clock_nets.png
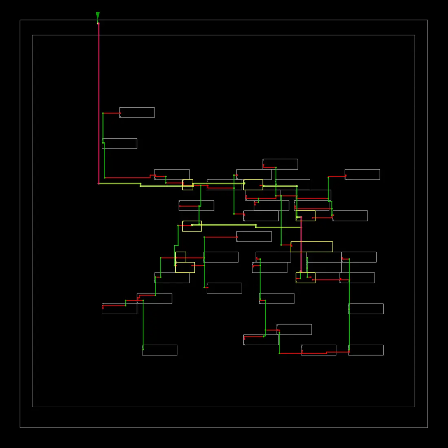
pinout.png
Pins as bars across the die edge, other pins in grey.
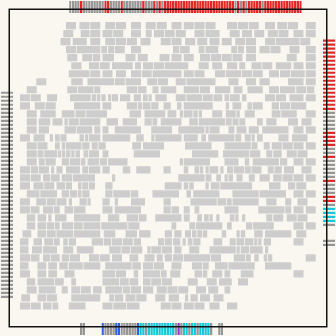
layers.png
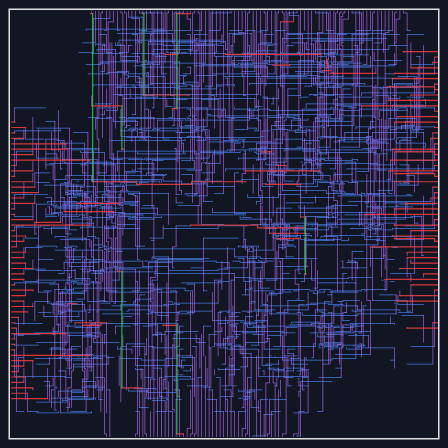
File: src/rtl/txn_dequeue.sv
`default_nettype none
// +----------------------------------------------------------------------------+
// | Module      : txn_dequeue                                                  |
// | Description : Write-side retirement for the AXI monitor. On each observed  |
// |               B handshake it finds the live head-tail entry for the B ID,  |
// |               frees the head linked-data slot, then advances the subqueue  |
// |               head or releases the entry. Also keeps the outstanding-write |
// |               count.                                                       |
// | Ports       : clk_i/rst_i         clock, async active-high reset           |
// |               b_*_i               observed B-channel handshake             |
// |               enq_done_i          enqueue committed this cycle             |
// |               ht_*_i, ld_*_i      flattened head-tail / linked-data tables |
// |               b_stall_o           gate upstream B ready while busy         |
// |               enq_inhibit_o       block enqueue while busy                 |
// |               ld_free_*, ht_*_o   table update strobes (POP cycle only)    |
// |               retired_budget_o    budget left on the retired entry         |
// |               late_resp_o         retired entry had zero budget            |
// |               unexpected_resp_o   B ID had no live subqueue                |
// |               overrun_o           sticky: handshake dropped / count error  |
// |               outstanding_o       outstanding write count                  |
// | Revision    : 1.0 - initial release                                        |
// +----------------------------------------------------------------------------+
module txn_dequeue #(
  parameter int MAX_WR_TXNS = 8,
  parameter int HT_CAPACITY = 8,
  parameter int ID_WIDTH    = 4,
  parameter int CNT_WIDTH   = 10,
  localparam int LD_IDX_W   = (MAX_WR_TXNS > 1) ? $clog2(MAX_WR_TXNS) : 1,
  localparam int HT_IDX_W   = (HT_CAPACITY > 1) ? $clog2(HT_CAPACITY) : 1,
  localparam int OUT_W      = $clog2(MAX_WR_TXNS + 1)
) (
  input  logic                            clk_i,
  input  logic                            rst_i,
  input  logic                            b_valid_i,
  input  logic                            b_ready_i,
  input  logic [ID_WIDTH-1:0]             b_id_i,
  input  logic                            enq_done_i,
  input  logic [HT_CAPACITY*ID_WIDTH-1:0] ht_id_i,
  input  logic [HT_CAPACITY*LD_IDX_W-1:0] ht_head_i,
  input  logic [HT_CAPACITY*LD_IDX_W-1:0] ht_tail_i,
  input  logic [HT_CAPACITY-1:0]          ht_free_i,
  input  logic [MAX_WR_TXNS*LD_IDX_W-1:0] ld_next_i,
  input  logic [MAX_WR_TXNS*CNT_WIDTH-1:0] ld_counter_i,
  output logic                            b_stall_o,
  output logic                            enq_inhibit_o,
  output logic                            ld_free_we_o,
  output logic [LD_IDX_W-1:0]             ld_free_idx_o,
  output logic                            ht_we_o,
  output logic [HT_IDX_W-1:0]             ht_idx_o,
  output logic                            ht_release_o,
  output logic [LD_IDX_W-1:0]             ht_new_head_o,
  output logic [CNT_WIDTH-1:0]            retired_budget_o,
  output logic                            late_resp_o,
  output logic                            unexpected_resp_o,
  output logic                            overrun_o,
  output logic [OUT_W-1:0]                outstanding_o
);

  localparam logic [1:0] S_IDLE   = 2'd0;
  localparam logic [1:0] S_LOOKUP = 2'd1;
  localparam logic [1:0] S_POP    = 2'd2;

  localparam logic [OUT_W-1:0] c_out_max = OUT_W'(MAX_WR_TXNS);

  logic [1:0]            r_state;
  logic [1:0]            w_next_state;
  logic [ID_WIDTH-1:0]   r_id;
  logic [HT_IDX_W-1:0]   r_ht_idx;
  logic [LD_IDX_W-1:0]   r_head;
  logic [LD_IDX_W-1:0]   r_tail;
  logic [LD_IDX_W-1:0]   r_next;
  logic [CNT_WIDTH-1:0]  r_counter;
  logic                  r_unexpected;
  logic                  r_overrun;
  logic [OUT_W-1:0]      r_outstanding;

  logic                  w_hs;
  logic                  w_pop;
  logic                  w_hit;
  logic [HT_IDX_W-1:0]   w_hit_idx;
  logic [LD_IDX_W-1:0]   w_hit_head;
  logic [LD_IDX_W-1:0]   w_hit_tail;

  assign w_hs  = b_valid_i & b_ready_i;
  assign w_pop = (r_state == S_POP);

  // Scan from the top down so the lowest matching index is the one left
  // standing; duplicates are illegal but must still resolve deterministically.
  always_comb begin
    w_hit     = 1'b0;
    w_hit_idx = '0;
    for (int k = HT_CAPACITY - 1; k >= 0; k--) begin
      if (!ht_free_i[k] && (ht_id_i[k*ID_WIDTH +: ID_WIDTH] == r_id)) begin
        w_hit     = 1'b1;
        w_hit_idx = HT_IDX_W'(k);
      end
    end
  end

  assign w_hit_head = ht_head_i[int'(w_hit_idx)*LD_IDX_W +: LD_IDX_W];
  assign w_hit_tail = ht_tail_i[int'(w_hit_idx)*LD_IDX_W +: LD_IDX_W];

  // State register
  always_ff @(posedge clk_i or posedge rst_i) begin
    if (rst_i) r_state <= S_IDLE;
    else       r_state <= w_next_state;
  end

  // Next-state logic
  always_comb begin
    w_next_state = r_state;
    case (r_state)
      S_IDLE:   if (w_hs) w_next_state = S_LOOKUP;
      S_LOOKUP: w_next_state = w_hit ? S_POP : S_IDLE;
      S_POP:    w_next_state = S_IDLE;
      default:  w_next_state = S_IDLE;
    endcase
  end

  // Output logic: POP strobes come straight from the captured lookup result
  always_comb begin
    b_stall_o        = (r_state != S_IDLE);
    enq_inhibit_o    = (r_state != S_IDLE);
    ld_free_we_o     = 1'b0;
    ld_free_idx_o    = '0;
    ht_we_o          = 1'b0;
    ht_idx_o         = '0;
    ht_release_o     = 1'b0;
    ht_new_head_o    = '0;
    retired_budget_o = '0;
    late_resp_o      = 1'b0;
    if (w_pop) begin
      ld_free_we_o     = 1'b1;
      ld_free_idx_o    = r_head;
      ht_we_o          = 1'b1;
      ht_idx_o         = r_ht_idx;
      ht_release_o     = (r_head == r_tail);
      ht_new_head_o    = (r_head == r_tail) ? '0 : r_next;
      retired_budget_o = r_counter;
      late_resp_o      = (r_counter == '0);
    end
  end

  assign unexpected_resp_o = r_unexpected;
  assign overrun_o         = r_overrun;
  assign outstanding_o     = r_outstanding;

  // Lookup capture and status registers
  always_ff @(posedge clk_i or posedge rst_i) begin
    if (rst_i) begin
      r_id          <= '0;
      r_ht_idx      <= '0;
      r_head        <= '0;
      r_tail        <= '0;
      r_next        <= '0;
      r_counter     <= '0;
      r_unexpected  <= 1'b0;
      r_overrun     <= 1'b0;
      r_outstanding <= '0;
    end else begin
      if (r_state == S_IDLE && w_hs) r_id <= b_id_i;

      if (r_state == S_LOOKUP && w_hit) begin
        r_ht_idx  <= w_hit_idx;
        r_head    <= w_hit_head;
        r_tail    <= w_hit_tail;
        r_next    <= ld_next_i[int'(w_hit_head)*LD_IDX_W +: LD_IDX_W];
        r_counter <= ld_counter_i[int'(w_hit_head)*CNT_WIDTH +: CNT_WIDTH];
      end

      r_unexpected <= (r_state == S_LOOKUP) && !w_hit;

      // A response arriving while busy is dropped; retiring with nothing
      // outstanding means the bookkeeping has diverged. Both are sticky.
      if ((w_hs && r_state != S_IDLE) || (w_pop && r_outstanding == '0))
        r_overrun <= 1'b1;

      case ({enq_done_i, w_pop})
        2'b10: if (r_outstanding != c_out_max) r_outstanding <= r_outstanding + OUT_W'(1);
        2'b01: if (r_outstanding != '0)        r_outstanding <= r_outstanding - OUT_W'(1);
        default: ;
      endcase
    end
  end

endmodule
`default_nettype wire

File: config.mk
export PLATFORM = sky130hd
export DESIGN_NAME = txn_dequeue
export DESIGN_NICKNAME = d
export VERILOG_FILES = /design/src/rtl/txn_dequeue.sv
export SDC_FILE = /design/constraint.sdc
export NUM_CORES = 1
export LEC_CHECK = 0
export ABC_CLOCK_PERIOD_IN_PS = 2900
export CORE_MARGIN = 3
export CORE_UTILIZATION = 33
export CTS_CLUSTER_DIAMETER = 60
export DETAILED_ROUTE_END_ITERATION = 10
export GPL_ROUTABILITY_DRIVEN = 0
export GPL_TIMING_DRIVEN = 0
export PLACE_DENSITY = 0.77
export SYNTH_ARGS = -nofsm -noshare
export SYNTH_HDL_FRONTEND = slang
export SYNTH_SLANG_ARGS = --single-unit
File: constraint.sdc
create_clock -name clk_i -period 2.9 [get_ports clk_i]
set_input_delay 0.58 -clock clk_i [delete_from_list [all_inputs] [get_ports clk_i]]
set_output_delay 0.58 -clock clk_i [all_outputs]
set_load 0.01 [all_outputs]
==> notes.md <==
• status: complete, but fails checks
• violations in the final reports: setup timing
• half-perimeter wire length after placement: 10700 um
• area-dominant cell class after layout: non-clock buffers
• Clk network pwr share: 10.9%
• headroom to the max-slew limit: 52.0%
• clock transition at the register clock pins on the worst setup and hold paths after CTS: 80 ps
• final setup slack of the worst path: -386 ps
• cell area after technology mapping: 3390 sq um
• area share, top type: 25.1%
• number of global-route vias before repair: 4092
• Final #Nets: 859
• Net Sw Power: 1490 uW
• critical path startpoint: r_id[2]
• Register Area: 851 sq um
• final setup fails: 13
• Core Util at FP: 34.3%
• Post-synth regs: 34
• peak per-stage delay on the critical path: 380 ps
• Post-Synthesis Mean Instance Area: 9.01 sq um
• leakage power summed over all cells: 0.00299 uW
• proportion of layout cells with a drive suffix above 1: 22.7%
• Hold Vio Cnt, Final: 0
• Synth async-reset ratio: 100%
• GRT met2 Usage: 40.6%
• post-synthesis share of cell area spent on and-or and or-and gates: 17.6%
• hold slack: 471 ps
• library cell contributing the largest single delay on the critical path: dfrtp_1
• Comb group: 2840 uW
• remaining antenna violation count: 0
• most area-consuming cells after synthesis: dfrtp_1, mux2i_1, xnor2_1, mux2_1, and2_1
• final worst path period share: 113%
• Critical Path Sink: r_next[2]
• cells resized by post-CTS repair: 72
• Int Pwr: 2610 uW
• die y size: 107 um
• adder share: 1.33%
• multi-input combinational cell area: 2690 sq um
• most heavily used metal layer in global routing: met2
• number of DRC violations after detailed routing: 0
• final-layout clock-cell area share: 1.66%
• fraction of area in multi-input gates: 39.3%
• WHS Path Cells: 1
• sequential power: 804 uW
• achievable frequency: 304 MHz
• count of clock buffers in the final design: 5
• largest net degree at the start of global routing: 35
• final instance area: 6850 sq um
• leftover overflow at the end of global routing: 0
• dominant logic cell types in the final layout: clkdlybuf4s50_1, mux2i_1, dfrtp_1
• hold buffer count at CTS: 0
• die footprint: 11500 sq um
• CTS tree: done
• routed length per instance: 17.6 um
• sw frac: 36.4%
• grt met1 use: 26.8%
• Synth top cell by count: mux2i_1
• number of max-cap violations: 0
• clock latency on the worst-skew pair: 290 ps
• Worst path top cell family by delay: AND-OR/OR-AND gates
• Worst-Margin Slew: 720 ps
• combinational share of power: 69.4%
• distinct cell type count of the synthesized netlist: 50
• class of the most critical hold timing path: flop to flop
• fin crit period: 3290 ps
• post-synth area from yosys stat: 3390 sq um
• initial antenna violation count: 0
• post-route total power: 4100 uW
• Final Routed Wirelength: 13900 um
• number of logic stages on the critical path including buffering: 16
## Picture notes: clock_nets.png
worst setup skew after layout: 4.50 ps
Clock net power: 448 uW
FFs & Latches: 34
clock sink count: 34

## Picture notes: pinout.png
Key: ld_counter_i = red [pins 80, direction input, edge 54 top, 26 right]; ht_tail_i = cyan [pins 24, direction input, edge 20 bottom, 4 right]; b_ready_i = purple [pins 1, direction input, edge bottom]; b_id_i = blue [pins 4, direction input, edge bottom]
All pins by edge: 86 top, 52 left, 49 right, 45 bottom.

## Picture notes: layers.png
Key: M1 = blue [wire length 5570 um]; M3 = red [wire length 859 um]; M2 = purple [wire length 7330 um]; M4 = green [wire length 168 um]

No activity file was given, so power comes from the tool's default toggle rates.
